run_1/clock_nets.png
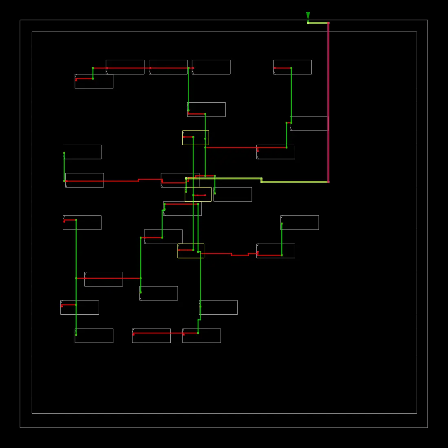
run_1/port_trees.png
The bar under the picture is 20 um long.
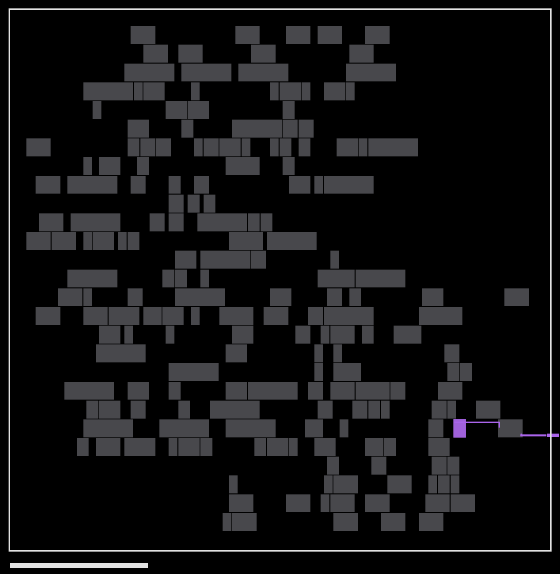
run_1/closeup.png
Region (0, 38) to (40, 78) um. Cells in gray, sequential cells in the stronger gray; small squares are vias.
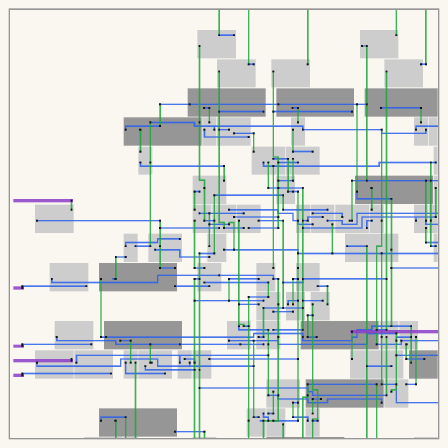
Design veririsc_ctrl_hs, sky130hd; sources not shown.
==> impl_metrics.tcl, run 1 <==
# place-and-route summary
set metrics [dict create \
    drt-initial-drc-count 61 \
    stdcell_area_um2 1780 \
    row_count 27 \
    n_all_buffers 31 \
    postPlaceCellArea_um2 1740 \
    path_delay_family "buffers and inverters" \
    cts.sinks 24 \
    overflow 0 \
    area_dominant_class "multi-input combinational cells" \
    area_growth_pct 28.5 \
    fillerInstances 586 \
    drtPass1Iterations 4 \
    power_frac_comb 0.184 \
    taps 72 \
    logic_family "simple AND/OR/NAND/NOR gates" \
    leakage_nw 0.559 \
    dp_hpwl_um 2310 \
    worstHoldPathCells 2 \
    finalHoldViolCount 0 \
    final.min_clock_period_ps 3310 \
    largest_reg_flops 16 \
    logic_area_um2 843 \
    mux_area_frac 0.0325 \
    regArea_um2 480 \
    grt_busiest_layer "met1" \
    grt_use_met3 0.0172 \
    crit_buf_inv 3 \
    vias_per_cell 4.69 \
    power_mw 0.490 \
    drcViolationCount 0 \
    p_sw_frac 0.280 \
    outcome "completed" \
    max-cap-violations 0 \
    crit_type "in2out" \
    die_y_um 78.4 \
    max_stage_delay_ps 580 \
    place_inst 260 \
    cts_max_level 1 \
    grt_pass1_vias 1157 \
    syn-cell-area_um2 1390 \
    cp-start-kind "primary input" \
    path_clk_slew_ps 80 \
    mostFrequentLayoutCells "clkdlybuf4s50_1, nor2_1, dfxtp_1" \
    final.period_utilization 0.828 \
    cts_setup_buffers 0 \
    yosys-stat-cells 167 \
    yosys_warnings 0 \
    chipArea_um2 6150 \
    ys_chip_area_um2 1390 \
    async_reset_ff_frac 0 \
    common_cells "nor2_1, dfxtp_1, nor3_1, xnor2_1, nand4_1" \
    clock_net_power_mw 0.143 \
    fp_util 0.255 \
    cts-root-buf "clkbuf_8" \
    power.density_nw_per_um2 275 \
    drive_gt1_frac 0.0681 \
    top_power_group "sequential cells" \
    edf_count 0 \
    cp-end-kind "output pin" \
    postCtsResizedCells 0 \
    p_seq_mw 0.257 \
    clkCellAreaFrac 0.0232 \
    hold_ws_ps 524 \
    ant_nets 0 \
    vias 1233 \
    n_antenna_cell 0 \
    top_area_cell "dfxtp_1" \
    n_clock_buffer 3 \
    aoi_share 0.118 \
    mostFrequentLayoutCell "clkdlybuf4s50_1" \
    wl_per_cell_um 12.4 \
    core_um2 5440 \
    wl_um 3250 \
    cts_buffers 3 \
    syn_inst 167 \
]
About clock_nets.png:
Worst-Skew Late Latency: 260 ps
Setup Skew: 2.98 ps

About port_trees.png:
[purple] load_ac | direction: output | end cells: 1 | buffers: 1 | wire: 10.7 um
I/O pins: 33
Port Buffers: 31

About closeup.png:
[green] M2
[blue] M1
[purple] M3
sequential cells in the window: 10
most frequent: dfxtp_1 (10), clkdlybuf4s50_1 (10), nor2_1 (9)
cells with their middle in the window: 61

==> inputs of run 2 (changes only) <==
Settings changed: PLACE_DENSITY 0.46 to 0.48.
Clock period 4 ns to 2.8 ns, I/O delays scaled along.
run_2/ff_map.png
The bar under the picture is 20 um long. Other sequential cells in the stronger gray, the rest of the logic in the fainter gray.
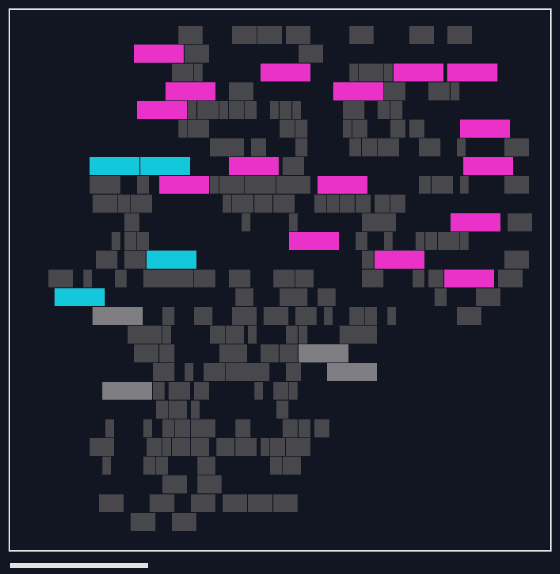
[magenta] instr_count | flops: 16
[cyan] stall_cnt | flops: 4
FF+latch area: 480 um^2
Sequential Power: 0.360 mW
fin util: 0.343

==> impl_metrics.tcl, run 2 <==
# place-and-route summary
set metrics [dict create \
    cts_setup_buffers 0 \
    final.min_clock_period_ps 2660 \
    die_y_um 78.4 \
    grt_busiest_layer "met2" \
    max_stage_delay_ps 520 \
    async_reset_ff_frac 0 \
    leakage_nw 0.612 \
    stdcell_area_um2 1860 \
    overflow 0 \
    cp-end-kind "output pin" \
    postCtsResizedCells 0 \
    top_power_group "sequential cells" \
    use_met1 0.164 \
    final.period_utilization 0.951 \
    chipArea_um2 6150 \
    instances_no_fill 274 \
    core_um2 5440 \
    area_dominant_class "multi-input combinational cells" \
    path_delay_family "buffers and inverters" \
    vias 1282 \
    drcViolationCount 0 \
    mostFrequentLayoutCell "clkdlybuf4s50_1" \
    n_antenna_cell 0 \
    common_cells "nor2_1, dfxtp_1, nor3_1, xnor2_1, nand4_1" \
    syn_inst 167 \
    grt_usage 0.114 \
    logic_family "simple AND/OR/NAND/NOR gates" \
    cts-root-buf "clkbuf_8" \
    synth-main-ff-cell "dfxtp_1" \
    mostFrequentLayoutCells "clkdlybuf4s50_1, nor2_1, dfxtp_1" \
    io_pins 33 \
    cts_tree "done" \
    yosys_warnings 0 \
    fillerInstances 566 \
    path_clk_slew_ps 80 \
    taps 72 \
    clock_net_power_mw 0.200 \
    syn-cell-area_um2 1390 \
    portBuffers 31 \
    clk_latency_ps 260 \
    area_growth_pct 34.5 \
    grt_use_met3 0.0230 \
    grt_pass1_vias 1142 \
    fp_util 0.255 \
    postPlaceCellArea_um2 1810 \
    cts_buffers 3 \
    worstHoldPathCells 2 \
    mux_area_frac 0.0325 \
    edf_count 0 \
    clkCellAreaFrac 0.0222 \
    wl_um 3300 \
    power.density_nw_per_um2 385 \
    ys_chip_area_um2 1390 \
    ant_nets 0 \
    fin_skew_ps 6.08 \
    crit_type "in2out" \
    p_sw_frac 0.271 \
    wl_per_cell_um 12.1 \
    power_frac_comb 0.220 \
    power_mw 0.717 \
    outcome "completed" \
    drtPass1Iterations 4 \
    crit_buf_inv 3 \
    top_area_cell "dfxtp_1" \
    dp_hpwl_um 2560 \
    cts_max_level 1 \
    logic_area_um2 843 \
    vias_per_cell 4.68 \
    aoi_share 0.118 \
    finalHoldViolCount 0 \
    max-cap-violations 0 \
    yosys-stat-cells 167 \
    n_clock_buffer 3 \
    hold_ws_ps 529 \
    cts.sinks 24 \
    row_count 27 \
    largest_reg_flops 16 \
]
Power figures rest on the tool's default switching activity, not on a simulated workload.
